==> run_1/clock_map.png <==
Drawn at 4 px/um.
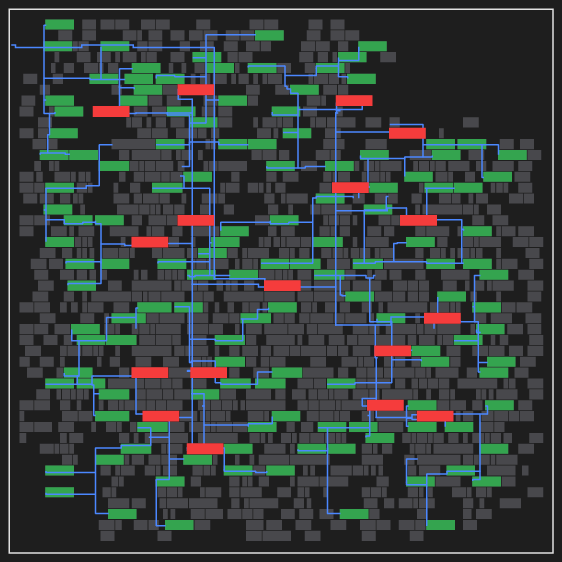
==> run_1/final_clocks.png <==
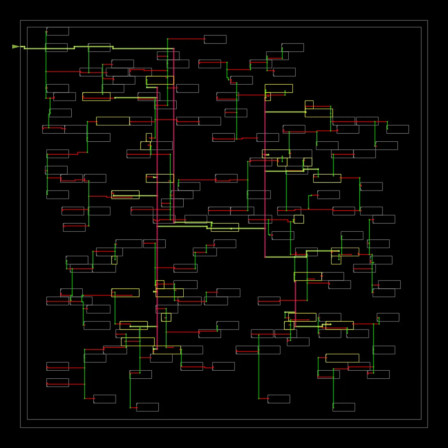
==> run_1/pins.png <==
Drawn at 2 px/um. Pins as bars across the die edge, other pins in gray.
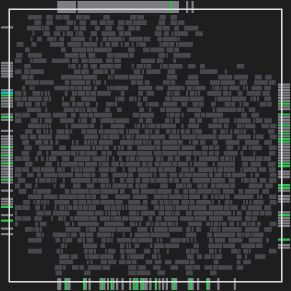
## src/rtl/fetch_unit.sv

```systemverilog
// fetch_unit: single-outstanding instruction fetch FSM with redirect, stall hold and stale-response drop.
module fetch_unit #(
    parameter logic [31:0] RESET_PC = 32'h0000_0000,
    parameter logic [31:0] NOP_INSN = 32'h0000_0013
) (
    input  logic        clk,
    input  logic        rst_n,
    output logic        imem_req,
    output logic [31:0] imem_addr,
    input  logic        imem_ack,
    input  logic [31:0] imem_rdata,
    input  logic        stall,
    input  logic        redirect,
    input  logic [31:0] redirect_pc,
    output logic        valid,
    output logic [31:0] instruction,
    output logic [31:0] pc,
    output logic [31:0] pc_plus4,
    output logic        misaligned
);
    typedef enum logic [1:0] {FETCH, HOLD, DROP} state_t;
    state_t      state;
    logic [31:0] fetch_pc;
    logic [31:0] drop_addr;
    assign imem_req  = rst_n && (state != HOLD);
    // DROP keeps the abandoned address on the bus until memory answers it
    assign imem_addr = (state == DROP) ? drop_addr : fetch_pc;
    assign pc_plus4  = pc + 32'd4;
    always_ff @(posedge clk) begin
        if (!rst_n) begin
            state       <= FETCH;
            fetch_pc    <= RESET_PC;
            pc          <= RESET_PC;
            valid       <= 1'b0;
            instruction <= NOP_INSN;
            misaligned  <= 1'b0;
            drop_addr   <= 32'd0;
        end else begin
            misaligned <= 1'b0;
            if (redirect) begin
                fetch_pc    <= {redirect_pc[31:2], 2'b00};
                valid       <= 1'b0;
                instruction <= NOP_INSN;
                misaligned  <= |redirect_pc[1:0];
                if (!imem_ack && state != HOLD) begin
                    state <= DROP;
                    if (state == FETCH) drop_addr <= fetch_pc;
                end else begin
                    state <= FETCH;
                end
            end else begin
                case (state)
                    FETCH: if (imem_ack) begin
                        instruction <= imem_rdata;
                        pc          <= fetch_pc;
                        valid       <= 1'b1;
                        state       <= HOLD;
                    end
                    HOLD: if (!stall) begin
                        fetch_pc    <= pc_plus4;
                        valid       <= 1'b0;
                        instruction <= NOP_INSN;
                        state       <= FETCH;
                    end
                    DROP: if (imem_ack) state <= FETCH;
                    default: state <= FETCH;
                endcase
            end
        end
    end
endmodule
```

## config.mk

```make
export PLATFORM = sky130hd
export DESIGN_NAME = fetch_unit
export DESIGN_NICKNAME = d
export VERILOG_FILES = /design/src/rtl/fetch_unit.sv
export SDC_FILE = /design/constraint.sdc
export NUM_CORES = 1
export LEC_CHECK = 0
export CAP_MARGIN = 30
export CORE_MARGIN = 2
export CORE_UTILIZATION = 35
export CTS_CLUSTER_DIAMETER = 80
export DETAILED_ROUTE_END_ITERATION = 16
export PLACE_DENSITY_LB_ADDON = 0.12
export REMOVE_ABC_BUFFERS = 1
export SYNTH_ARGS = -nofsm -noshare
export SYNTH_HDL_FRONTEND = slang
export SYNTH_SLANG_ARGS = --single-unit
```

## constraint.sdc

```tcl
create_clock -name clk -period 2.2 [get_ports clk]
set_input_delay 0.44 -clock clk [delete_from_list [all_inputs] [get_ports clk]]
set_output_delay 0.44 -clock clk [all_outputs]
set_load 0.03 [all_outputs]
```

==> run_results.csv, run 1 <==
group,metric,value,unit
clocking,cts_tree,"yes",
finish,lay_top_cells,"165 x nand2_1, 131 x clkdlybuf4s50_1, 113 x dfxtp_1",
timing,layout_setup_ws,-458,ps
routing,viasPerCell,5.16,
critical_path,cp-endpoint,"pc_plus4[27]",
timing,whs,456,ps
synthesis,synthAoiAreaFrac,18.4,%
finish,flop-count,132,
routing,wl_met2,11.7,mm
clocking,cts_buffer_depth,2,
routing,ant_nets,0,
synthesis,synth_area,6060,um2
synthesis,yosys_cells,714,
finish,largest_class,"combinational gates",
clocking,clockRootBuffer,"clkbuf_16",
pwr,power,0.00654,W
synthesis,avgSynthCellArea,8.48,um2
placed_design,dp_hpwl,14.6,mm
routing,avgRoutedWirePerCell,18.6,um
critical_path,rrSetupSlack,50,ps
critical_path,path_cells,"nand3_2, or4_4, nor4_4, xor2_1, buf_4",
timing,setup_viol,42,
finish,seq_share,24.7,%
finish,clockNetworkAreaShare,5.59,%
critical_path,critical_path.reg2reg.endpoint,"fetch_pc[25]$_SDFFE_PN0P_",
synthesis,flop_cell,"dfxtp_1",
critical_path,crit_cells,5,
synthesis,yosys_area,6060,um2
clocking,hold_buffers,0,
clocking,cts_max_level,4,
synthesis,synthArstFlopShare,0,%
timing,max_freq,376,MHz
global_routing,use_met2,42.8,%
timing,hold_violations,0,
flow_run,maxCapViolCount,0,
finish,nFillCells,1402,
finish,nMultiInputCombCells,524,
synthesis,xor_share,3.90,%
finish,nNonClkInverters,6,
floorplanning,io-pin-count,200,
floorplanning,initCoreUtil,35.4,%
critical_path,crit_path_max_fanout,4,
finish,clkbuf_count,17,
synthesis,synth.most_common_cell,"nand2_1",
synthesis,top_cells_by_count,"167 x nand2_1, 132 x dfxtp_1, 61 x a21boi_0",
timing,finalCritPeriodShare,121,%
critical_path,cp_num_buf_inv,1,
finish,layoutNonFillerInstCount,1248,
placed_design,dp.cells,1160,
pwr,power_leakage,4.51,nW
global_routing,grt_util_met1,30.5,%
timing,maxSlewHeadroom,64.7,%
routing,dr.pass1.iters,5,
synthesis,fa_ha_area_share,0.207,%
timing,tns,-6700,ps
flow_run,warning_count,27,
global_routing,antenna_found_initial,0,
floorplanning,coreArea,17100,um2
global_routing,gr-total-overflow,0,
critical_path,r2r_start,"pc[14]$_SDFFE_PN0P_",
run_status,status,"finished, violations left",
global_routing,grt_max_degree,53,
global_routing,grt_pass1_vias,6529,
critical_path,crit_path_end_kind,"output port",
synthesis,top_logic_kind,"simple AND/OR/NAND/NOR gates",
timing,period_minus_slack,2660,ps
synthesis,seq_area_frac_synth,43.6,%
critical_path,cp-startpoint,"pc[14]$_SDFFE_PN0P_",
finish,syn_to_final_growth,78.9,%
finish,antennaDiodeCount,0,
placed_design,gp_congestion,0.872,
finish,comb_share,36.3,%
placed_design,dp_slack,-116,ps
critical_path,reg2regPathDepth,7,
global_routing,top_usage_layer,"met2",
routing,drt_wl_total,23.2,mm
critical_path,crit_type,"reg2out",
timing,tightestPinTransition,529,ps
finish,layout-drive-gt1-share,33.6,%
critical_path,critPathLaunchType,"flop",
routing,drt-met1-wl,9.51,mm
finish,fin_util,63.3,%
timing,finalMaxSlewViolations,0,
run_status,violations,"setup timing",
Notes on clock_map.png above:
legend:
  green:
    item: flip-flops
    count: 132
  blue:
    item: clock wires
    length: 1,830 um
  red:
    item: cells driving clock nets
    count: 17
flops lie: spread over the die

Notes on final_clocks.png above:
Power Clock: 0.00295 W
CTS Sinks: 132
cts bufs inserted: 17
Worst Skew: 7.23 ps
clk_lat worst skew: 430 ps

Notes on pins.png above:
legend:
  cyan:
    port: rst_n
    pins: 1
    direction: input
    edge: west
  green:
    port: pc_plus4
    pins: 32
    direction: output
    edge: 12 east, 11 south, 8 west, 1 north
Die W: 136 um
Port-buffer cells: 199
Die Span Y: 136 um

run 1: state kept, by name, summed over array words and instances, names as in the netlist:
register / cells
pc: 32
valid: 1
drop_addr: 32
instruction: 32
misaligned: 1
state: 2
fetch_pc: 32
run 1: tightest hold or removal path, stage by stage (launching register included):
cell	delay [ps]
dfxtp_1	310
nand2_1	50
a21boi_1	50
run 1: repair_timing:
action | CTS | global route
setup buffers | 39 | 26
pin swaps | 45 | 38
resized | 321 | 80
cloned | 1 | 1
setup endpoints to repair | 58 | 61
run 1: report_power, final:
group	total [W]	switching, W	internal, W
clock	0.00295	0.00116	0.00179
sequential	0.00253	0.0000644	0.00247
combinational	0.00106	0.000548	0.000508
total	0.00654	0.00177	0.00477
==> inputs of run 2 (changes only) <==
Clock period 2.2 ns to 2.7 ns, I/O delays scaled along.
==> run_2/final_clocks.png <==
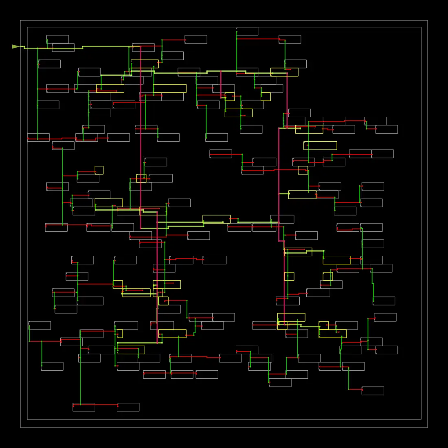
CLK BUF: 17
Worst Skew: 6.70 ps
flop count: 132
Power Clock: 0.00232 W

==> run_results.csv, run 2 <==
group,metric,value,unit
run_status,status,"finished, violations left",
run_status,violations,"setup timing",
pwr,switching_share,27.3,%
routing,viasPerCell,5.07,
global_routing,grt_max_degree,63,
floorplanning,die_w,136,um
finish,nFillCells,1604,
pwr,power,0.00513,W
placed_design,gp_congestion,0.809,
timing,setup_viol,5,
critical_path,cp-endpoint,"pc_plus4[29]",
clocking,cts_buffer_depth,2,
synthesis,yosys_cells,714,
critical_path,crit_type,"reg2out",
critical_path,critPathLaunchType,"flop",
synthesis,synth.most_common_cell,"nand2_1",
timing,maxSlewHeadroom,58.2,%
placed_design,port-buffer-count,199,
critical_path,crit_path_max_fanout,4,
floorplanning,initCoreUtil,35.4,%
critical_path,rrSetupSlack,640,ps
critical_path,cp_num_buf_inv,1,
synthesis,synthArstFlopShare,0,%
pwr,top_power_group,"the clock network",
placed_design,dp.cells,1126,
clocking,numCtsBuffers,17,
critical_path,r2r_start,"pc[16]$_SDFFE_PN0P_",
global_routing,gr-total-overflow,0,
flow_run,maxCapViolCount,0,
finish,seq_share,28.2,%
critical_path,crit_required,2160,ps
synthesis,avgSynthCellArea,8.48,um2
timing,whs,453,ps
clocking,clockRootBuffer,"clkbuf_16",
routing,dr.pass1.iters,5,
pwr,powerSeq,0.00207,W
pwr,p_clk_share,45.3,%
clocking,cts_tree,"yes",
pwr,p_sw,0.00140,W
finish,num-nonclk-buffers,260,
synthesis,top_cells_by_count,"167 x nand2_1, 132 x dfxtp_1, 61 x a21boi_0",
critical_path,crit_path_end_kind,"output port",
timing,layout_setup_ws,-75.8,ps
critical_path,critical_path.reg2reg.endpoint,"fetch_pc[25]$_SDFFE_PN0P_",
pwr,pg_comb,0.000737,W
finish,comb_share,36.0,%
critical_path,path_cells,"nand4_4, or4_4, nor4_2, xor2_1, buf_4",
clocking,hold_buffers,0,
finish,design_area,9480,um2
floorplanning,io-pin-count,200,
placed_design,dp_hpwl,14.0,mm
routing,avgRoutedWirePerCell,17.0,um
routing,ant_nets,0,
finish,layoutNonFillerInstCount,1179,
pwr,power_frac_seq,40.3,%
clocking,cts.sinks,132,
floorplanning,die_area,18400,um2
finish,lay_top_cells,"165 x nand2_1, 139 x clkdlybuf4s50_1, 114 x dfxtp_1",
critical_path,reg2regPathDepth,7,
routing,drt_wl_total,20.0,mm
flow_run,warning_count,27,
clocking,clk_latency,430,ps
synthesis,flop_cell,"dfxtp_1",
timing,tightestPinTransition,626,ps
finish,clockNetworkAreaShare,6.27,%
timing,period_minus_slack,2780,ps
finish,syn_to_final_growth,56.6,%
pwr,p_comb_share,14.4,%
global_routing,antenna_found_initial,0,
timing,tns,-262,ps
finish,nMultiInputCombCells,524,
clocking,cts_setup_buffers,15,
clocking,cts_max_level,4,
critical_path,crit_cells,5,
placed_design,dp_slack,99.8,ps
finish,layout-drive-gt1-share,21.6,%
finish,fin_util,55.4,%
pwr,internal-power,0.00373,W
synthesis,yosys_area,6060,um2
clocking,cts_resized,81,
floorplanning,die_height,136,um
synthesis,seq_area_frac_synth,43.6,%
floorplanning,coreArea,17100,um2
timing,finalCritPeriodShare,103,%
finish,antennaDiodeCount,0,
synthesis,synth_area,6060,um2
timing,max_freq,360,MHz
critical_path,cp-startpoint,"pc[16]$_SDFFE_PN0P_",
finish,nNonClkInverters,6,
timing,finalMaxSlewViolations,0,
==> run_2/pins.png <==
Drawn at 2 px/um. Pins as bars across the die edge, other pins in gray.
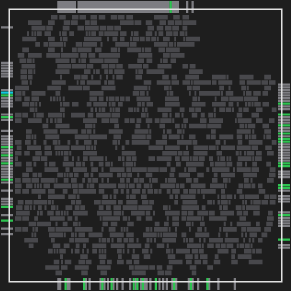
legend:
  cyan:
    port: rst_n
    pins: 1
    direction: input
    edge: west
  green:
    port: pc_plus4
    pins: 32
    direction: output
    edge: 12 east, 11 south, 8 west, 1 north

[run 2: cell counts after synthesis]
Identical to the previous run, type by type.
[run 2: logic make-up (layout without fill, tap and decap cells)]
family | count (synthesis) | after routing | share of synthesized area (%)
flip-flops | 132 | 132 | 43.6
multiplexers | 40 | 40 | 7.27
buffers and inverters | 58 | 298 | 3.84
adder cells (fa/ha/maj) | 1 | 1 | 0.207
AND/OR/NAND/NOR | 302 | 302 | 22.7
XOR/XNOR | 27 | 27 | 3.91
AND-OR/OR-AND | 154 | 154 | 18.4
[run 2: layer usage]
metal,GRT usage [%],vias up,wire length (um),share of wire (%)
met4,7.64,0,406,2.0
met5,0,-,0,0
li1,-,2924,-,-
met1,28.5,2856,8970,45
met2,35.0,173,9540,48
met3,5.16,28,1130,5.6
==> inputs of run 3 (changes only) <==
Settings changed: CAP_MARGIN 30 to 20, CORE_MARGIN 2 to 3.
==> run_3/pins.png <==
Drawn at 2 px/um. Pins as bars across the die edge, other pins in gray.
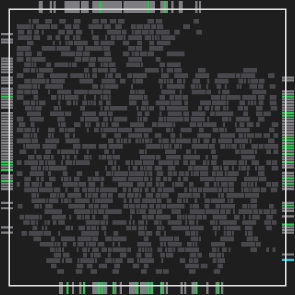
legend:
  cyan:
    port: rst_n
    pins: 1
    direction: input
    edge: east
  green:
    port: pc_plus4
    pins: 32
    direction: output
    edge: 13 east, 11 south, 5 west, 3 north
Die Span Y: 138 um
Die W: 138 um

==> run_results.csv, run 3 <==
group,metric,value,unit
pwr,power_frac_seq,40.7,%
global_routing,use_met2,34.7,%
critical_path,crit_required,2160,ps
pwr,internal-power,0.00376,W
floorplanning,initCoreUtil,36.1,%
finish,design_area,9490,um2
placed_design,port-buffer-count,199,
routing,drt_wl_total,20.6,mm
timing,hold_violations,0,
routing,dr_wl_met3,1.39,mm
timing,period_minus_slack,2780,ps
finish,layoutNonFillerInstCount,1184,
synthesis,top_cells_by_count,"167 x nand2_1, 132 x dfxtp_1, 61 x a21boi_0",
timing,finalCritPeriodShare,103,%
routing,avgRoutedWirePerCell,17.4,um
synthesis,flop_cell,"dfxtp_1",
finish,largest_class,"combinational gates",
finish,nNonClkInverters,6,
synthesis,synth.most_common_cell,"nand2_1",
pwr,powerSeq,0.00207,W
critical_path,cp-startpoint,"pc[9]$_SDFFE_PN0P_",
routing,top_layer,"met4",
timing,whs,448,ps
critical_path,crit_path_end_kind,"output port",
run_status,status,"finished, violations left",
pwr,switching_share,25.8,%
timing,layout_setup_ws,-75.8,ps
timing,tightestPinTransition,551,ps
timing,finalMaxSlewViolations,0,
critical_path,crit_type,"reg2out",
clocking,cts_max_level,4,
critical_path,critPathLaunchType,"flop",
synthesis,seq_area_frac_synth,43.6,%
critical_path,crit_path_max_fanout,4,
finish,syn_to_final_growth,56.7,%
floorplanning,coreArea,16800,um2
finish,lay_top_cells,"166 x nand2_1, 138 x clkdlybuf4s50_1, 115 x dfxtp_1",
timing,fin_skew,6.59,ps
synthesis,yosys_cells,714,
global_routing,antenna_found_initial,0,
clocking,cts_buffer_depth,2,
clocking,cts_tree,"yes",
pwr,power_leakage,3.85,nW
critical_path,r2r_start,"pc[10]$_SDFFE_PN0P_",
pwr,top_power_group,"the clock network",
timing,maxSlewHeadroom,63.3,%
routing,viasPerCell,5.10,
clocking,clockRootBuffer,"clkbuf_16",
finish,nFillCells,1506,
run_status,violations,"setup timing",
synthesis,synthArstFlopShare,0,%
finish,flop-count,132,
finish,seq_share,28.2,%
global_routing,gr-total-overflow,0,
pwr,p_comb_share,14.5,%
finish,clockNetworkAreaShare,6.11,%
pwr,p_clk_share,44.8,%
finish,comb_share,35.6,%
timing,setup_viol,5,
placed_design,dp.cells,1122,
global_routing,top_usage_layer,"met2",
finish,nMultiInputCombCells,524,
global_routing,grt_pass1_vias,5889,
flow_run,warning_count,27,
pwr,pg_comb,0.000735,W
pwr,p_sw,0.00131,W
pwr,power,0.00507,W
floorplanning,io-pin-count,200,
critical_path,path_cells,"nand3_2, or4_4, nor4_4, xor2_1, buf_4",
synthesis,synth_area,6060,um2
placed_design,dp_slack,63.9,ps
clocking,clk_latency,420,ps
timing,max_freq,360,MHz
timing,tns,-238,ps
placed_design,dp_hpwl,14.3,mm
critical_path,rrSetupSlack,710,ps
global_routing,grt_util_met1,27.0,%
==> run_3/cell_classes.png <==
Drawn at 3 px/um. Fill, decap, tap and diode cells in gray.
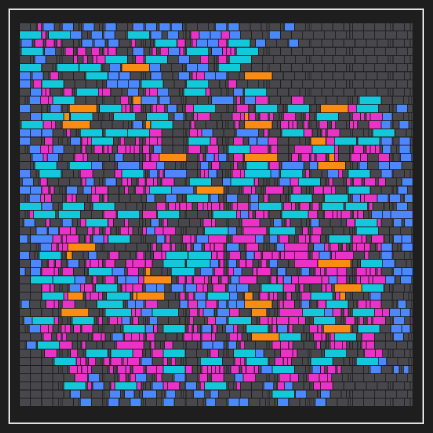
legend:
  magenta:
    class: all other logic
    cells: 530
    share_of_their_area: 37%
  cyan:
    class: flip-flops
    cells: 132
    share_of_their_area: 29%
  orange:
    class: clock drivers and dummy loads
    cells: 32
    share_of_their_area: 6.3%
  blue:
    class: other buffers and delay cells
    cells: 270
    share_of_their_area: 28%

run 3: cell counts after synthesis:
No cell type changed its count.
run 3: final timing paths:
kind,end,depth (start not counted)
setup / recovery,pc_plus4[31],5
hold / removal,drop_addr[28]$_SDFFE_PN0P_,2
setup reg to reg,fetch_pc[20]$_SDFFE_PN0P_,7
hold reg to reg,drop_addr[28]$_SDFFE_PN0P_,2
run 3: cell families after synthesis:
logic type	count (synthesis)	share of synthesized area [%]
adders and majority gates	1	0.207
muxes	40	7.27
buffers and inverters	58	3.84
DFF	132	43.6
xor gates and xnor gates	27	3.91
and+or+nand+nor	302	22.7
AOI/OAI and AO/OA	154	18.4
run 3: timing repair:
item	CTS	global route
pin swaps	19	12
setup endpoints to repair	47	18
gates cloned	0	0
hold buffers	0	0
resized	74	24
buffers inserted	10	19
No activity file was given, so power comes from the tool's default toggle rates.
